<file path="src/rtl/alu_cmd_issue.sv">
// Command queue and issue sequencer for an external combinational ALU.
// Commands are buffered in a small FIFO, issued one at a time, and each result is held until it is accepted.
module alu_cmd_issue #(
    parameter int WIDTH = 16,
    parameter int DEPTH = 4
) (
    input  logic             clk,
    input  logic             rst_n,

    input  logic             cmd_valid,
    output logic             cmd_ready,
    input  logic [3:0]       cmd_opcode,
    input  logic [WIDTH-1:0] cmd_a,
    input  logic [WIDTH-1:0] cmd_b,
    input  logic [4:0]       cmd_shamt,

    output logic [3:0]       alu_opcode,
    output logic [WIDTH-1:0] alu_input1,
    output logic [WIDTH-1:0] alu_input2,
    output logic [4:0]       alu_shiftValue,
    input  logic [WIDTH-1:0] alu_result,
    input  logic             alu_zero,
    input  logic             alu_sign,

    output logic             res_valid,
    input  logic             res_ready,
    output logic [WIDTH-1:0] res_data,
    output logic             res_carry,
    output logic             res_zero,
    output logic             res_sign,
    output logic             res_illegal,

    output logic             busy,
    output logic [15:0]      issued_cnt
);

    // state   | meaning
    // IDLE    | waiting for a queued command
    // ISSUE   | operands driven to the ALU, settling
    // CAPTURE | ALU outputs sampled into the result register
    // HOLD    | result presented, waiting for res_ready
    typedef enum logic [1:0] {
        S_IDLE,
        S_ISSUE,
        S_CAPTURE,
        S_HOLD
    } state_t;

    localparam int AW = $clog2(DEPTH);
    localparam int CW = AW + 1;

    typedef struct packed {
        logic [3:0]       op;
        logic [WIDTH-1:0] a;
        logic [WIDTH-1:0] b;
        logic [4:0]       sh;
    } cmd_t;

    cmd_t          mem [DEPTH];
    cmd_t          head;
    logic [AW-1:0] wr_ptr;
    logic [AW-1:0] rd_ptr;
    logic [CW-1:0] count;
    logic          ready_en;
    logic          fifo_full;
    logic          fifo_empty;
    logic          push;
    logic          pop;

    state_t        state;
    state_t        state_nxt;
    logic          load_res;
    logic          clr_valid;

    logic [WIDTH-1:0] add_sum;
    logic             carry_calc;
    logic             illegal_calc;
    logic             handshake;
    logic [15:0]      issued_q;
    logic [15:0]      issued_nxt;

    assign fifo_full  = (count == CW'(DEPTH));
    assign fifo_empty = (count == '0);
    assign cmd_ready  = ready_en && !fifo_full;
    assign push       = cmd_valid && cmd_ready;
    assign head       = mem[rd_ptr];

    // Keeps cmd_ready low until the first edge after reset release.
    always_ff @(posedge clk or negedge rst_n) begin
        if (!rst_n) begin
            ready_en <= 1'b0;
        end else begin
            ready_en <= 1'b1;
        end
    end

    always_ff @(posedge clk) begin
        if (push) begin
            mem[wr_ptr] <= '{op: cmd_opcode, a: cmd_a, b: cmd_b, sh: cmd_shamt};
        end
    end

    always_ff @(posedge clk or negedge rst_n) begin
        if (!rst_n) begin
            wr_ptr <= '0;
            rd_ptr <= '0;
            count  <= '0;
        end else begin
            if (push) begin
                wr_ptr <= wr_ptr + AW'(1);
            end
            if (pop) begin
                rd_ptr <= rd_ptr + AW'(1);
            end
            case ({push, pop})
                2'b10:   count <= count + CW'(1);
                2'b01:   count <= count - CW'(1);
                default: count <= count;
            endcase
        end
    end

    always_ff @(posedge clk or negedge rst_n) begin
        if (!rst_n) begin
            state <= S_IDLE;
        end else begin
            state <= state_nxt;
        end
    end

    always_comb begin
        state_nxt = state;
        pop       = 1'b0;
        load_res  = 1'b0;
        clr_valid = 1'b0;
        case (state)
            S_IDLE: begin
                if (!fifo_empty) begin
                    pop       = 1'b1;
                    state_nxt = S_ISSUE;
                end
            end
            S_ISSUE: begin
                state_nxt = S_CAPTURE;
            end
            S_CAPTURE: begin
                load_res  = 1'b1;
                state_nxt = S_HOLD;
            end
            S_HOLD: begin
                if (res_ready) begin
                    clr_valid = 1'b1;
                    if (!fifo_empty) begin
                        pop       = 1'b1;
                        state_nxt = S_ISSUE;
                    end else begin
                        state_nxt = S_IDLE;
                    end
                end
            end
            default: begin
                state_nxt = S_IDLE;
            end
        endcase
    end

    always_ff @(posedge clk or negedge rst_n) begin
        if (!rst_n) begin
            alu_opcode     <= '0;
            alu_input1     <= '0;
            alu_input2     <= '0;
            alu_shiftValue <= '0;
        end else if (pop) begin
            alu_opcode     <= head.op;
            alu_input1     <= head.a;
            alu_input2     <= head.b;
            alu_shiftValue <= head.sh;
        end
    end

    // Unsigned add overflows exactly when the wrapped sum is below an operand.
    assign add_sum      = alu_input1 + alu_input2;
    assign illegal_calc = (alu_opcode > 4'd4);

    always_comb begin
        carry_calc = 1'b0;
        case (alu_opcode)
            4'd0:    carry_calc = (add_sum < alu_input1);
            4'd1:    carry_calc = (alu_input1 < alu_input2);
            default: carry_calc = 1'b0;
        endcase
    end

    always_ff @(posedge clk or negedge rst_n) begin
        if (!rst_n) begin
            res_valid   <= 1'b0;
            res_data    <= '0;
            res_carry   <= 1'b0;
            res_zero    <= 1'b0;
            res_sign    <= 1'b0;
            res_illegal <= 1'b0;
        end else if (load_res) begin
            res_valid   <= 1'b1;
            res_data    <= alu_result;
            res_carry   <= carry_calc;
            res_zero    <= alu_zero;
            res_sign    <= alu_sign;
            res_illegal <= illegal_calc;
        end else if (clr_valid) begin
            res_valid   <= 1'b0;
        end
    end

    assign handshake  = res_valid && res_ready;
    assign issued_nxt = issued_q + {15'd0, handshake};

    always_ff @(posedge clk or negedge rst_n) begin
        if (!rst_n) begin
            issued_q <= '0;
        end else begin
            issued_q <= issued_nxt;
        end
    end

    assign issued_cnt = issued_q;
    assign busy       = !fifo_empty || (state != S_IDLE);

endmodule

</file>
<file path="config.mk">
export PLATFORM = sky130hd
export DESIGN_NAME = alu_cmd_issue
export DESIGN_NICKNAME = d
export VERILOG_FILES = /design/src/rtl/alu_cmd_issue.sv
export SDC_FILE = /design/constraint.sdc
export NUM_CORES = 1
export LEC_CHECK = 0
export ABC_AREA = 1
export CAP_MARGIN = 0
export CORE_ASPECT_RATIO = 1.4
export CORE_MARGIN = 3
export CORE_UTILIZATION = 30
export CTS_CLUSTER_DIAMETER = 100
export DETAILED_ROUTE_END_ITERATION = 10
export PLACE_DENSITY = 0.49
export SKIP_LAST_GASP = 1
export SLEW_MARGIN = 20
export SYNTH_ARGS = -nofsm -noshare
export SYNTH_HDL_FRONTEND = slang
export SYNTH_SLANG_ARGS = --single-unit
</file>
<file path="constraint.sdc">
create_clock -name clk -period 3.6 [get_ports clk]
set_input_delay 0.36 -clock clk [delete_from_list [all_inputs] [get_ports clk]]
set_output_delay 0.36 -clock clk [all_outputs]
set_load 0.01 [all_outputs]
</file>
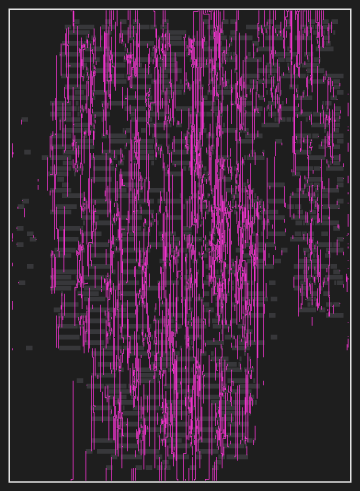
*The metal 2 layer, run 1*
(2 px per um) Cells faint in the background.
The wires run mostly vertical. The layer carries 14600 um of wire. The longest straight run is 99.9 um. The layer holds 52% of the routed length. 1026 nets have wire on it.

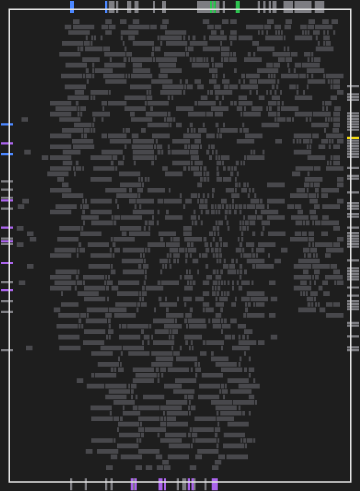
*I/O pins on the die edge, run 1*
(2 px per um) Pins as bars across the die edge, other pins in grey.
Key: blue = `cmd_shamt` [pins 5, direction input, edge 3 north, 2 west]; yellow = `res_zero` [pins 1, direction output, edge east]; green = `alu_opcode` [pins 4, direction output, edge north]; purple = `cmd_b` [pins 16, direction input, edge 10 south, 6 west]

==> flow_metrics.env, run 1 <==
# flow metrics
export IMPL_viasPerCell=4.63
export IMPL_dp_cells=1605
export IMPL_critPathMaxStageDelay_ns=0.38
export IMPL_grt_pass1_vias=7714
export IMPL_num_nonclk_buffers=159
export IMPL_synth_flops=252
export IMPL_buf_share_pct=11.2
export IMPL_p_sw_mw=5.15
export IMPL_netlist_area_leader_share_pct=43.6
export IMPL_powerClk_mw=2.62
export IMPL_critPathLaunchType="register"
export IMPL_crit_chain="inv_1, ha_1, inv_2, a21oi_1, nand2_1, a21oi_2, or2_1, nand3_1, nand2_1, nand2_1, ha_1, a21oi_1, o21ai_0, a21oi_1, nand3_1, nand2_1, nand2_1, nand2_1"
export IMPL_status="finished, final reports clean"
export IMPL_endpoint_kind="register"
export IMPL_antenna_cells=0
export IMPL_ys_sh_adder_pct=6.33
export IMPL_grt_total_usage_pct=14.0
export IMPL_sh_comb_area_pct=25.9
export IMPL_mostFrequentLayoutCell="nand2_1"
export IMPL_worstReg2RegStart="alu_input2[2]"
export IMPL_finalNonFillerCells=1652
export IMPL_fmax_mhz=369
export IMPL_period_needed_ns=2.71
export IMPL_area_growth_pct=24.8
export IMPL_chipArea_sq_um=40100
export IMPL_grt_pass1_wl_um=43900
export IMPL_r2r_end="res_carry"
export IMPL_slew_limit_headroom_pct=37.4
export IMPL_cp_max_fo=4
export IMPL_met3RoutedLength_um=1200
export IMPL_crit_arrival_ns=3.20
export IMPL_p_comb_mw=5.93
export IMPL_tritoncts="built"
export IMPL_p_total_mw=12.8
export IMPL_fp_nets=1138
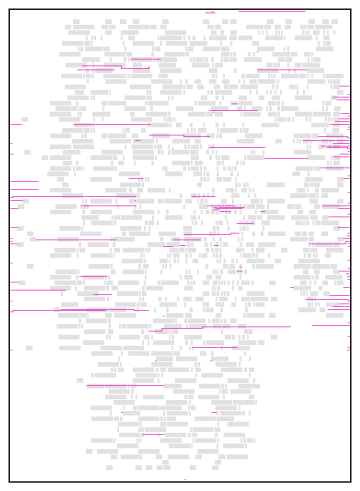
*Met3 routing, run 1*
(2 px per um) Cells faint in the background.
The layer carries 1200 um of wire. The longest straight run is 61.4 um.
Vias: 7651
Detailed Route WL: 28100 um
M3 GR Usage: 2.20%

## Run 2: what changed since run 1
clock period = 2.56 ns   (was 3.6 ns; I/O delays follow)
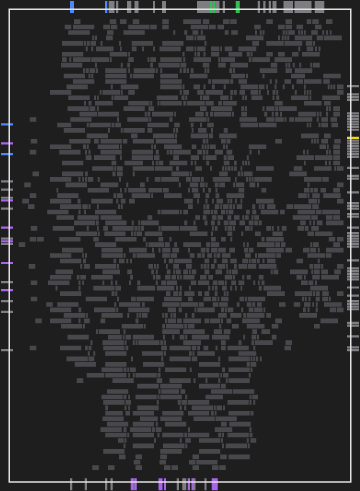
*I/O pins on the die edge, run 2*
(2 px per um) Pins as bars across the die edge, other pins in grey.
Key: blue = `cmd_shamt` [pins 5, direction input, edge 3 north, 2 west]; yellow = `res_zero` [pins 1, direction output, edge east]; green = `alu_opcode` [pins 4, direction output, edge north]; purple = `cmd_b` [pins 16, direction input, edge 10 south, 6 west]
All pins by edge: 53 north, 52 east, 20 south, 18 west.

==> run 2 against run 1 <==
Net effect:
- design area is 7.5% higher
- clock skew decreased by 0.0047 ns
- critical path depth up 1
- critical path type unchanged
- largest power group unchanged
==> flow_metrics.env, run 2 <==
# flow metrics
export IMPL_slew_limit_headroom_pct=40.3
export IMPL_critPathLaunchType="register"
export IMPL_synth_chip_area_sq_um=11300
export IMPL_syn_area_sq_um=11300
export IMPL_wl_met2_um=15400
export IMPL_finalNonFillerCells=1732
export IMPL_buf_share_pct=14.8
export IMPL_viasPerCell=4.58
export IMPL_p_sw_mw=8.04
export IMPL_fp_nets=1138
export IMPL_powerClk_mw=3.76
export IMPL_synth_flops=252
export IMPL_num_nonclk_buffers=237
export IMPL_crit_arrival_ns=2.94
export IMPL_crit_chain="buf_4, ha_4, inv_2, nand2_2, nor2_2, buf_4, a21oi_1, o21ai_1, xor2_1, ha_1, nand2_1, inv_1, nand3_1, nor3_2, nand2_1, nand3_1, nand2_1, nand2_1, nand2_1"
export IMPL_status="finished, final reports clean"
export IMPL_period_needed_ns=2.51
export IMPL_clk_share_pct=5.55
export IMPL_fmax_mhz=399
export IMPL_p_comb_mw=10.7
export IMPL_clk_pin_slew_worst_paths_ns=0.07
export IMPL_met3RoutedLength_um=1170
export IMPL_rsz0062_at_grt="true"
export IMPL_ys_sh_adder_pct=6.33
export IMPL_tritoncts="built"
export IMPL_chipArea_sq_um=40100
export IMPL_netlist_area_leader_share_pct=43.6
export IMPL_wl_met1_um=11800
export IMPL_antenna_cells=0
export IMPL_cp_max_fo=3
export IMPL_worstReg2RegStart="alu_input1[8]"
export IMPL_grt_pass1_vias=8104
export IMPL_endpoint_kind="register"
export IMPL_p_total_mw=20.3
export IMPL_grt_pass1_wl_um=44700
export IMPL_taps=467
export IMPL_sh_comb_area_pct=26.6
export IMPL_critPathMaxStageDelay_ns=0.38
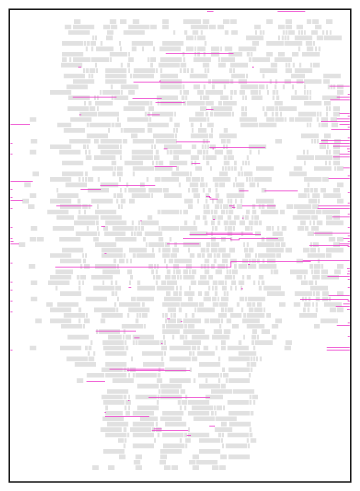
*Met3 routing, run 2*
(2 px per um) Cells faint in the background.
The layer holds 4.0% of the routed length. 96 nets have wire on it. The layer carries 1170 um of wire.
M3 GR Usage: 1.85%
Detailed Route WL: 29000 um
Vias: 7935

## Run 3: what changed since run 2
CORE_ASPECT_RATIO = 0.9   (was 1.4)
REMOVE_ABC_BUFFERS = 1   (was not set)
clock period = 3.06 ns   (was 2.56 ns; I/O delays follow)
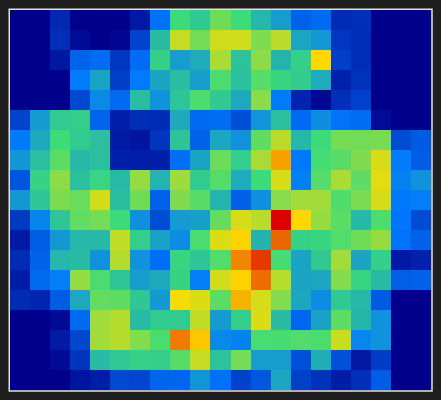
*Wire density map, run 3*
(2 px per um) The die is cut into 21 by 19 equal tiles; dark blue is low, red is high, scaled to the fullest tile. Values are wire area over tile area, all layers added.
27% of the tiles are over half the peak. 14% of the tiles are nearly empty. The mean over all tiles is 0.11. The fullest tile reaches 0.32.

==> run 3 against run 2 <==
Net effect:
- flip-flop count unchanged
- sequential share of layout area up 2.9 points
- critical path depth down 3
- register-to-register slack better by 0.29 ns
- critical path type unchanged
- largest power group unchanged
- die area about the same
- design area down 5.8%
- synthesized cell count unchanged
- maximum frequency down 7.8%
==> flow_metrics.env, run 3 <==
# flow metrics
export IMPL_worstReg2RegStart="alu_input2[11]"
export IMPL_cp_max_fo=7
export IMPL_powerClk_mw=3.39
export IMPL_critPathLaunchType="register"
export IMPL_period_needed_ns=2.72
export IMPL_netlist_area_leader_share_pct=43.6
export IMPL_syn_area_sq_um=11300
export IMPL_wl_met1_um=13700
export IMPL_clk_pin_slew_worst_paths_ns=0.07
export IMPL_p_sw_mw=6.09
export IMPL_p_total_mw=15.3
export IMPL_wl_met2_um=12900
export IMPL_synth_flops=252
export IMPL_crit_chain="inv_1, ha_1, nor2_1, inv_1, nor3_1, nand4_1, nand3b_1, nand2_1, ha_1, a21oi_1, o21ai_0, a21oi_1, nand3_1, nand2_1, nand2_1, nand2_1"
export IMPL_status="finished, final reports clean"
export IMPL_viasPerCell=4.55
export IMPL_taps=476
export IMPL_num_nonclk_buffers=156
export IMPL_grt_pass1_wl_um=44200
export IMPL_sh_comb_area_pct=25.6
export IMPL_chipArea_sq_um=40000
export IMPL_antenna_cells=0
export IMPL_wl_um=28200
export IMPL_ys_sh_adder_pct=6.33
export IMPL_tritoncts="built"
export IMPL_vias=7573
export IMPL_grt_pass1_vias=7555
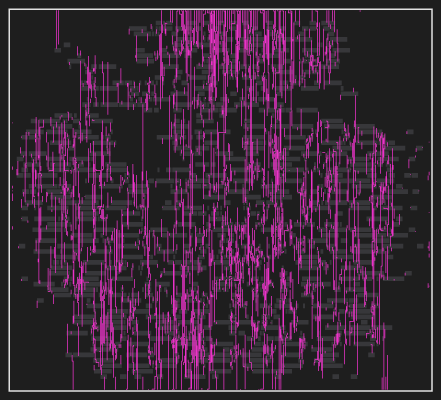
*The metal 2 layer, run 3*
(2 px per um) Cells faint in the background.
The wires run mostly vertical. The layer carries 12900 um of wire. The longest straight run is 82.5 um. 1000 nets have wire on it. The layer holds 46% of the routed length.

Power figures rest on the tool's default switching activity, not on a simulated workload.
